File: src/rtl/aes_state_io.sv
// Load/unload sequencer between the 128-bit block interface and the AES state matrix.
// Define AES_STATE_IO_VERIFY_EN to add a post-load read-back check with a sticky load_err flag.
`timescale 1ns / 1ps
module aes_state_io #(
  parameter int unsigned TIMEOUT_CYCLES = 0,
  parameter int unsigned TIMEOUT_W      = 16
) (
  input  logic         clk,
  input  logic         reset,
  input  logic         in_valid,
  output logic         in_ready,
  input  logic [127:0] in_block,
  output logic [31:0]  mat_col,
  output logic [1:0]   mat_in_idx,
  output logic         mat_in_row_col,
  output logic         mat_we,
  output logic [1:0]   mat_out_idx,
  output logic         mat_out_row_col,
  input  logic [31:0]  mat_rd_data,
  output logic         core_start,
  input  logic         core_done,
  output logic         out_valid,
  input  logic         out_ready,
  output logic [127:0] out_block,
  output logic         busy,
  output logic         timeout
`ifdef AES_STATE_IO_VERIFY_EN
  ,
  output logic         load_err
`endif
);

  typedef enum logic [2:0] {
    StIdle,
    StLoad,
    StVerify,
    StStart,
    StWait,
    StUnload,
    StOut
  } state_e;

  localparam bit TimeoutEn = (TIMEOUT_CYCLES != 0);
  // Last wait-counter value before giving up; WAIT lasts at most TIMEOUT_CYCLES cycles.
  localparam logic [TIMEOUT_W-1:0] WaitLast =
      TimeoutEn ? TIMEOUT_W'(TIMEOUT_CYCLES - 1) : '0;

  state_e                 st_q;
  logic [1:0]             cnt_q;
  logic [TIMEOUT_W-1:0]   wait_q;
  logic [127:0]           blk_q;
  logic [127:0]           out_block_q;
  logic                   timeout_q;
`ifdef AES_STATE_IO_VERIFY_EN
  logic                   load_err_q;
`endif

  function automatic logic [31:0] col_sel(input logic [127:0] b, input logic [1:0] i);
    logic [31:0] c;
    unique case (i)
      2'd0: c = b[127:96];
      2'd1: c = b[95:64];
      2'd2: c = b[63:32];
      default: c = b[31:0];
    endcase
    return c;
  endfunction

  always_ff @(posedge clk) begin
    if (reset) begin
      st_q        <= StIdle;
      cnt_q       <= '0;
      wait_q      <= '0;
      blk_q       <= '0;
      out_block_q <= '0;
      timeout_q   <= 1'b0;
`ifdef AES_STATE_IO_VERIFY_EN
      load_err_q  <= 1'b0;
`endif
    end else begin
      case (st_q)
        StIdle: begin
          if (in_valid) begin
            blk_q <= in_block;
            cnt_q <= '0;
            st_q  <= StLoad;
          end
        end
        StLoad: begin
          cnt_q <= cnt_q + 2'd1;  // wraps to 0 after column 3
          if (cnt_q == 2'd3) begin
`ifdef AES_STATE_IO_VERIFY_EN
            st_q <= StVerify;
`else
            st_q <= StStart;
`endif
          end
        end
`ifdef AES_STATE_IO_VERIFY_EN
        StVerify: begin
          if (mat_rd_data != col_sel(blk_q, cnt_q)) load_err_q <= 1'b1;
          cnt_q <= cnt_q + 2'd1;
          if (cnt_q == 2'd3) st_q <= StStart;
        end
`endif
        StStart: begin
          wait_q <= '0;
          st_q   <= StWait;
        end
        StWait: begin
          // core_done takes priority over a timeout reached in the same cycle
          if (core_done) begin
            cnt_q <= '0;
            st_q  <= StUnload;
          end else if (TimeoutEn && (wait_q == WaitLast)) begin
            timeout_q <= 1'b1;
            st_q      <= StIdle;
          end else begin
            wait_q <= wait_q + 1'b1;
          end
        end
        StUnload: begin
          unique case (cnt_q)
            2'd0: out_block_q[127:96] <= mat_rd_data;
            2'd1: out_block_q[95:64]  <= mat_rd_data;
            2'd2: out_block_q[63:32]  <= mat_rd_data;
            default: out_block_q[31:0] <= mat_rd_data;
          endcase
          cnt_q <= cnt_q + 2'd1;
          if (cnt_q == 2'd3) st_q <= StOut;
        end
        StOut: begin
          if (out_ready) st_q <= StIdle;
        end
        default: st_q <= StIdle;
      endcase
    end
  end

  // Moore decode: every output depends only on registered state.
  always_comb begin
    in_ready    = (st_q == StIdle);
    busy        = (st_q != StIdle);
    mat_we      = (st_q == StLoad);
    mat_in_idx  = mat_we ? cnt_q : 2'd0;
    mat_col     = mat_we ? col_sel(blk_q, cnt_q) : 32'd0;
    mat_out_idx = ((st_q == StUnload) || (st_q == StVerify)) ? cnt_q : 2'd0;
    core_start  = (st_q == StStart);
    out_valid   = (st_q == StOut);
  end

  assign mat_in_row_col  = 1'b1;
  assign mat_out_row_col = 1'b1;
  assign out_block       = out_block_q;
  assign timeout         = timeout_q;
`ifdef AES_STATE_IO_VERIFY_EN
  assign load_err        = load_err_q;
`endif

endmodule

File: config.mk
export PLATFORM = sky130hd
export DESIGN_NAME = aes_state_io
export DESIGN_NICKNAME = d
export VERILOG_FILES = /design/src/rtl/aes_state_io.sv
export SDC_FILE = /design/constraint.sdc
export NUM_CORES = 1
export LEC_CHECK = 0
export CAP_MARGIN = 30
export CORE_AREA = 2 2 163 165
export CTS_BUF_LIST = sky130_fd_sc_hd__clkbuf_8
export DETAILED_ROUTE_END_ITERATION = 10
export DIE_AREA = 0 0 165 167
export PLACE_DENSITY = 0.75
export SLEW_MARGIN = 5
export SYNTH_ARGS = -nofsm -noshare
export SYNTH_HDL_FRONTEND = slang
export SYNTH_SLANG_ARGS = --single-unit
File: constraint.sdc
create_clock -name clk -period 2.61 [get_ports clk]
set_input_delay 0.522 -clock clk [delete_from_list [all_inputs] [get_ports clk]]
set_output_delay 0.522 -clock clk [all_outputs]
set_load 0.05 [all_outputs]
==> impl_metrics.yaml, run 1 <==
# synthesis and place-and-route metrics
placement:
  place.gp.congestion: 0.828
  port_buffers: 333
  place_area_um2: 14300
logic_synthesis:
  syn_avg_cell_area_um2: 7.68
  topCombFamilyByArea: "simple AND/OR/NAND/NOR gates"
  ys_ff: 261
  ys_area_um2: 10200
  compound_area_share_pct: 20.0
  ys_warn_count: 0
  xor_share_pct: 0
  simple_gate_area_share_pct: 20.7
  adder_share_pct: 0.493
setup_path:
  worstPathRequired_ns: 2.09
  critical_path.endpoint: "mat_col[16]"
  startpoint: "cnt_q[1]$_SDFFE_PP0P_"
  slowest_delay_ns: 0.38
  crit_top_cell: "buf_12"
  path_delay_family: "AND-OR/OR-AND gates"
  rrSetupSlack_ns: 0.64
  cp.depth: 6
  reg2reg_from: "cnt_q[1]$_SDFFE_PP0P_"
  critPathSlowestCell: "dfxtp_4"
  worstRegToRegCells: 7
power:
  p_sw_mw: 2.19
  power_frac_seq_pct: 47.1
  pwr-share-comb_pct: 11.9
  sequentialPower_mw: 4.17
  power.share.clock_pct: 41.0
  p_leak_nw: 5.34
die:
  dieHeight_um: 167
  fp_util_pct: 39.4
  io_pins: 337
finish:
  clk_share_pct: 5.57
  flop_area_um2: 5230
  nets: 1795
  comb_cells: 910
grt:
  grt_max_degree: 129
clock_tree:
  cts.clk_slew.worst_paths_ns: 0.06
  hold_buffers: 0
  clkLatencyLatePin_ns: 0.53
sta:
  setup_tns_ns: 0
  slew_violations: 0
  hold_viol_final: 0
job:
  max_cap_violations: 0
  warnings: 34
route:
  first_pass_iters: 5
  avgViaCountPerCell: 5.07
  wl_per_cell_um: 17.0
status:
  status: "complete, no violations"
## run 1: registers in the layout (all words and copies together) (netlist names)
register and cells:
out_block 128, st_q 3, blk_q 128, cnt_q 2
## run 1: through the flow
stage,hold slack (ns),cells,util (%),power (mW)
2_1_floorplan,0.436,1324,-,4.74
3_3_place_gp,0.441,1909,55.5,5.24
3_5_place_dp,0.445,1909,55.5,5.25
4_1_cts,0.445,1984,59.7,8.93
5_1_grt,0.468,1985,60.0,9.20
6_report,0.451,1985,60.0,8.86
## run 1: synth_stat cells
master / n / area [µm²]
o21ai_0: 1 / 5.00
and3_1: 1 / 6.26
a22oi_1: 32 / 240
o31ai_1: 2 / 15.0
a21o_1: 1 / 7.51
nor4b_1: 1 / 8.76
mux2_2: 1 / 11.3
or4b_1: 1 / 10.0
nand4b_1: 4 / 35.0
and3b_1: 1 / 8.76
dfxtp_1: 261 / 5230
nand2b_1: 1 / 6.26
o211a_1: 1 / 10.0
inv_1: 37 / 139
a2bb2oi_1: 1 / 8.76
a21oi_1: 291 / 1460
buf_6: 10 / 113
nand2_1: 515 / 1930
nor3b_1: 1 / 7.51
a32o_1: 1 / 10.0
clkbuf_1: 49 / 184
conb_1: 2 / 7.51
buf_4: 4 / 30.0
nor3_1: 2 / 10.0
buf_2: 52 / 260
ha_1: 4 / 50.1
and4b_1: 4 / 40.0
nor2_1: 8 / 30.0
buf_1: 1 / 3.75
nor2b_1: 1 / 6.26
a221oi_1: 32 / 280
## run 1: metal layers
metal	part of all wire, %	track usage (%)	routed length, µm	vias to the layer above
met5	0	0	0	-
met1	39	27.7	13100	4647
met2	49	40.5	16500	385
li1	-	-	-	4968
met3	9.8	8.00	3300	68
met4	2.7	8.43	903	0
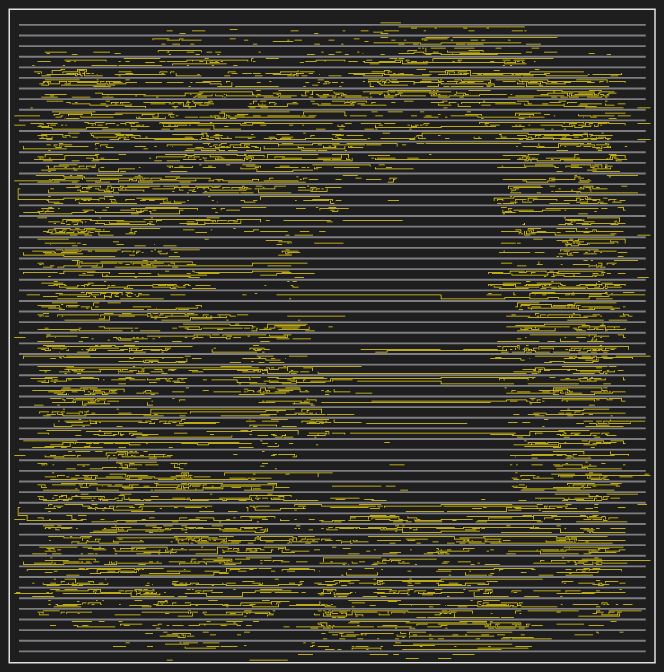
run_1/m1.png
Supply wires on this layer in grey.
share of all routed wire: 39%
nets with wire on the layer: 1,578
main direction: horizontal
wire length on this layer: 13,100 µm
Post-Route WL: 33.8 mm
vias: 10,100

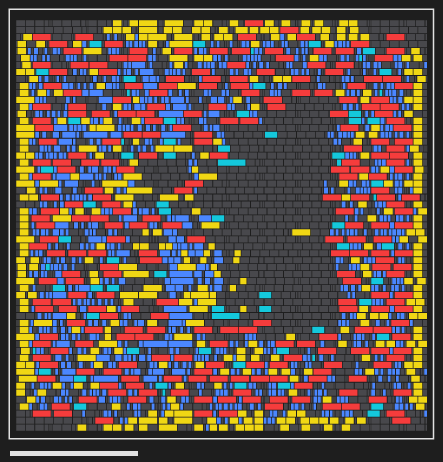
run_1/class_map.png
Scale bar: 50 µm. Fill, decap, tap and diode cells in grey.
[registers] red | cells: 261 | share of their area: 35%
[remaining logic cells] blue | cells: 947 | share of their area: 31%
[clock drivers and dummy loads] cyan | cells: 68 | share of their area: 5.7%
[remaining buffers and delay cells] yellow | cells: 373 | share of their area: 28%
Core Box Area: 25,800 µm²
cell row count: 59

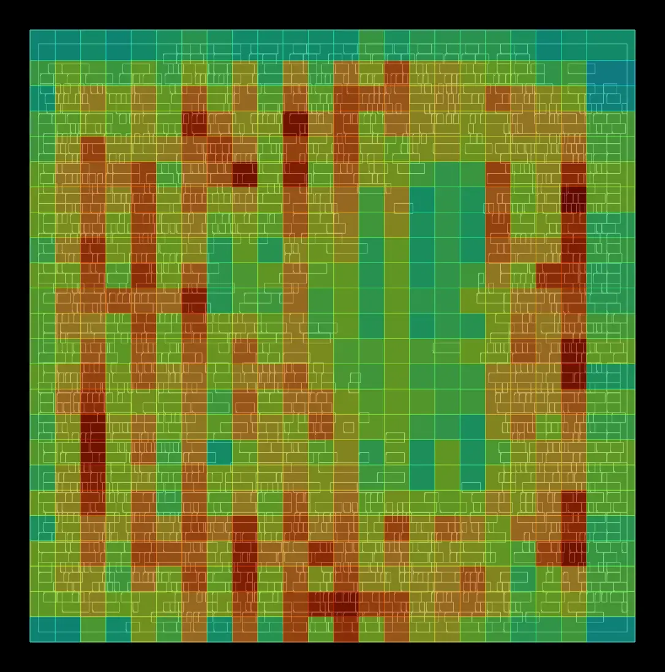
run_1/congestion_map.png
post-layout util: 60.0%
GR met3 Demand/Resource: 8.00%
GR peak layer: met2
global-route met1 utilization: 27.7%

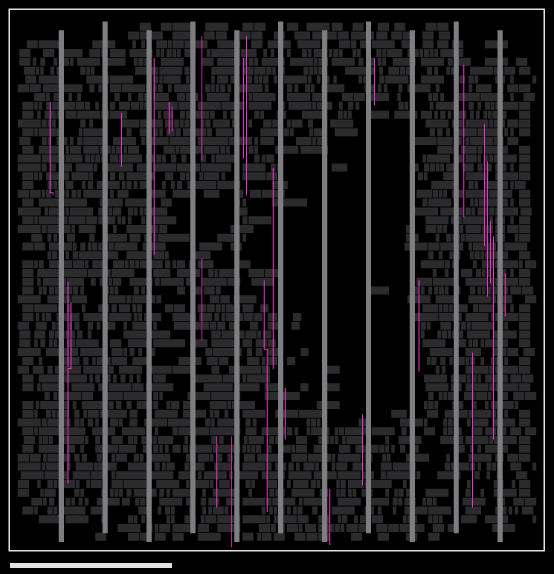
run_1/m4.png
Scale bar: 50 µm. Supply wires on this layer in grey.
wire length on this layer: 903 µm
longest straight run: 62.6 µm
share of all routed wire: 2.7%
nets with wire on the layer: 20
main direction: vertical

--- run 2 (diff from run 1) ---
--- a/config.mk
+++ b/config.mk
@@ -10,6 +10,7 @@
 export CTS_BUF_LIST = sky130_fd_sc_hd__clkbuf_8
 export DETAILED_ROUTE_END_ITERATION = 10
 export DIE_AREA = 0 0 165 167
+export HOLD_SLACK_MARGIN = 0.08
 export PLACE_DENSITY = 0.75
 export SLEW_MARGIN = 5
 export SYNTH_ARGS = -nofsm -noshare
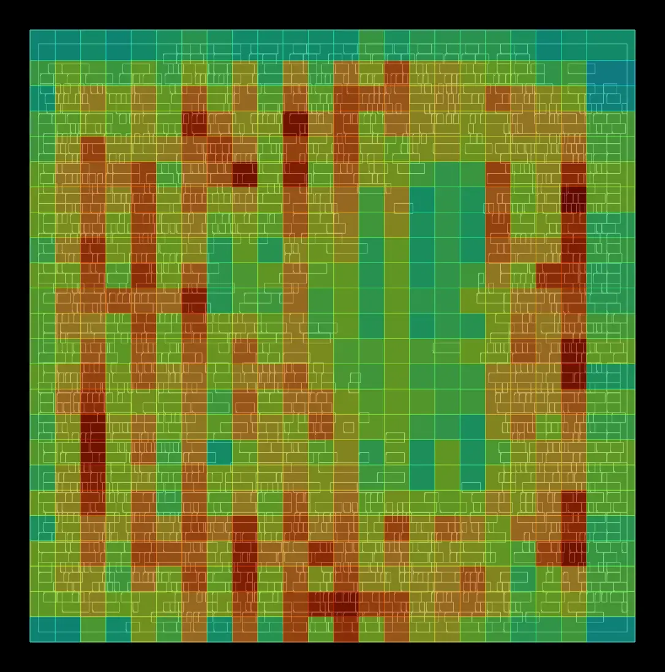
run_2/congestion_map.png
Total GRT Usage: 23.8%
drt wl/cell: 17.0 µm

==> run 2 against run 1 <==
  * Flip-flop count unchanged
  * Count of clock-buffer cells in the layout unchanged
  * Cell count unchanged
  * Sequential power about the same
==> impl_metrics.yaml, run 2 <==
# synthesis and place-and-route metrics
logic_synthesis:
  netlist_area_um2: 10200
  synth-main-ff-cell: "dfxtp_1"
  synth_seq_share_pct: 51.4
  async_reset_ff_share_pct: 0
  ys_area_um2: 10200
  synth_area_leader_cell: "dfxtp_1"
  top_area_share_pct: 51.4
  top_cell: "nand2_1"
  ys_warn_count: 0
  synth_cell_types: 31
  yosysCellCount: 1323
  syn_avg_cell_area_um2: 7.68
  top_cells_by_area: "dfxtp_1 51%, nand2_1 19%, a21oi_1 14%, a221oi_1 2.8%, buf_2 2.6%"
  common_cells: "515 x nand2_1, 291 x a21oi_1, 261 x dfxtp_1"
  edf_count: 0
  ys_ff: 261
power:
  sequentialPower_mw: 4.17
  pwr-share-comb_pct: 11.9
  power.group.top: "registers"
  p_sw_mw: 2.19
  power.share.clock_pct: 41.0
  p_leak_nw: 5.34
  power.internal_mw: 6.66
  power_mw: 8.86
  power_frac_seq_pct: 47.1
  p_sw_share_pct: 24.8
route:
  avgViaCountPerCell: 5.07
  via_count: 10100
  first_iter_violations: 752
  first_pass_iters: 5
  detail-route-antenna-nets: 0
  postRouteWirelength_mm: 33.8
sta:
  fmax_mhz: 390
  setup_tns_ns: 0
  period_used_pct: 98.3
  max_slew_margin_pct: 58.1
  setup_slack_ns: 0.0449
  hold_viol_final: 0
  rsz0062_at_grt: "yes"
  slew_violations: 0
die:
  die_area_um2: 27600
  fp_util_pct: 39.4
  dieHeight_um: 167
  io_pins: 337
  rows: 59
  fp.coreArea_um2: 25800
finish:
  lay_top_count: "nand2_1"
  nets: 1795
  logic_area_um2: 4570
  final_cells: 1985
  areaGrowthSynthToFinish_pct: 52.2
  fin_area_um2: 15500
  fillers: 2272
  flop_area_um2: 5230
  lay_top_cells: "514 x nand2_1, 291 x a21oi_1, 291 x clkdlybuf4s50_1"
placement:
  dp_hpwl_mm: 22.2
  port_buffers: 333
  place.gp.congestion: 0.828
  dp_slack_ns: 0.352
  place_area_um2: 14300
  dpl.cell_count: 1909
grt:
  grt_max_degree: 129
  grt_pass1_vias: 9857
  grt_pass1_wl_mm: 51.7
setup_path:
  worstPathRequired_ns: 2.09
  crit_chain: "inv_6, ha_4, buf_12, a22oi_1, a221oi_2, buf_12"
  rrSetupSlack_ns: 0.64
  critPathSlowestCell: "dfxtp_4"
  slowest_delay_ns: 0.38
  path_delay_family: "AND-OR/OR-AND gates"
  worst_ep_arrival_time_ns: 2.04
  cp_max_fo: 14
  start_kind: "register"
  crit_top_cell: "buf_12"
clock_tree:
  clkLatencyLatePin_ns: 0.53
  cts-root-buf: "clkbuf_8"
  cts_tree: "done"
  cts.clk_slew.worst_paths_ns: 0.06
  hold_buffers: 0
  numClockSinks: 261
status:
  status: "complete, no violations"
job:
  warnings: 34
  max_cap_violations: 0
hold_path:
  hp-class: "register to register"
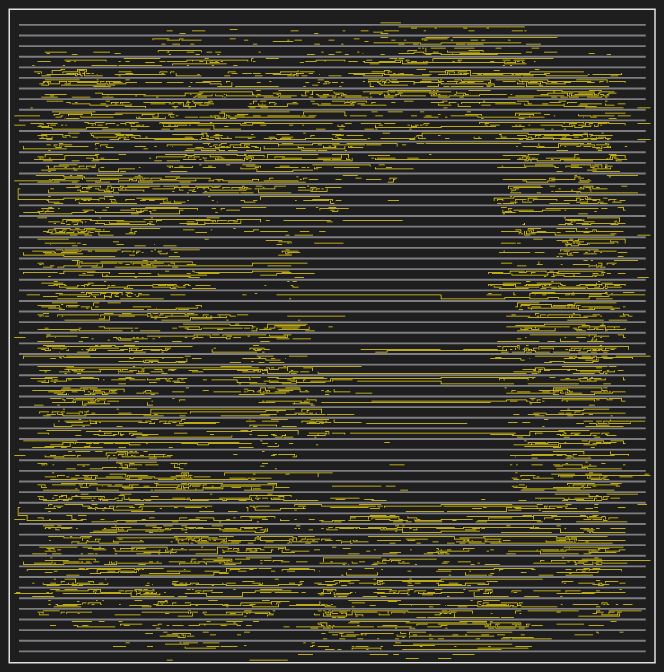
run_2/m1.png
Supply wires on this layer in grey.
nets with wire on the layer: 1,578
main direction: horizontal
share of all routed wire: 39%

## run 2: cell counts in the layout (fill, tap and decap cells not counted)
Identical to the previous run, type by type.
## run 2: cell type report
type                    count  share of cell area [%]
flip-flops and latches    261                    33.9
multi-input cells         910                    29.6
repair buffers            373                    27.3
clock buffers              55                    4.90
well taps                 335                    2.71
inverters                  37                   0.963
clock inverters            13                   0.672
diodes                      1                  0.0162
## run 2: worst min-delay path, cell delays in order, from the launching register on
cell     delay [ns]
dfxtp_1        0.30
nand2_1        0.05
a21oi_1        0.05
## run 2: stage by stage
step,utilization (%),hold slack (ns)
floorplan,-,0.436
global placement,55.5,0.441
detailed placement,55.5,0.445
CTS,59.7,0.445
global route,60.0,0.468
finish,60.0,0.451
## run 2: metal layers
layer  share of wire (%)  GRT usage (%)  vias up  wire length [µm]
li1                    -              -     4968                 -
met1                  39           27.7     4647             13100
met2                  49           40.5      385             16500
met3                 9.8           8.00       68              3300
met4                 2.7           8.43        0               903
met5                   0              0        -                 0
## run 2: logic make-up after synthesis
kind of cell / after synthesis / share of synthesized area, %
buffers and inverters: 153 / 7.18
AOI/OAI and AO/OA: 362 / 20.0
other: 2 / 0.0739
adders and majority gates: 4 / 0.493
muxes: 1 / 0.111
and+or+nand+nor: 540 / 20.7
DFF: 261 / 51.4
## run 2: final timing paths
| check | start | cells past startpoint | end |
|---|---|---|---|
| max | cnt_q[1]$_SDFFE_PP0P_ | 6 | mat_col[16] |
| min | blk_q[27]$_SDFFE_PP0P_ | 2 | blk_q[27]$_SDFFE_PP0P_ |
| max reg2reg | cnt_q[1]$_SDFFE_PP0P_ | 7 | out_block[31]$_SDFFE_PP0P_ |
| min reg2reg | blk_q[27]$_SDFFE_PP0P_ | 2 | blk_q[27]$_SDFFE_PP0P_ |
Power and IR drop assume default switching activity.
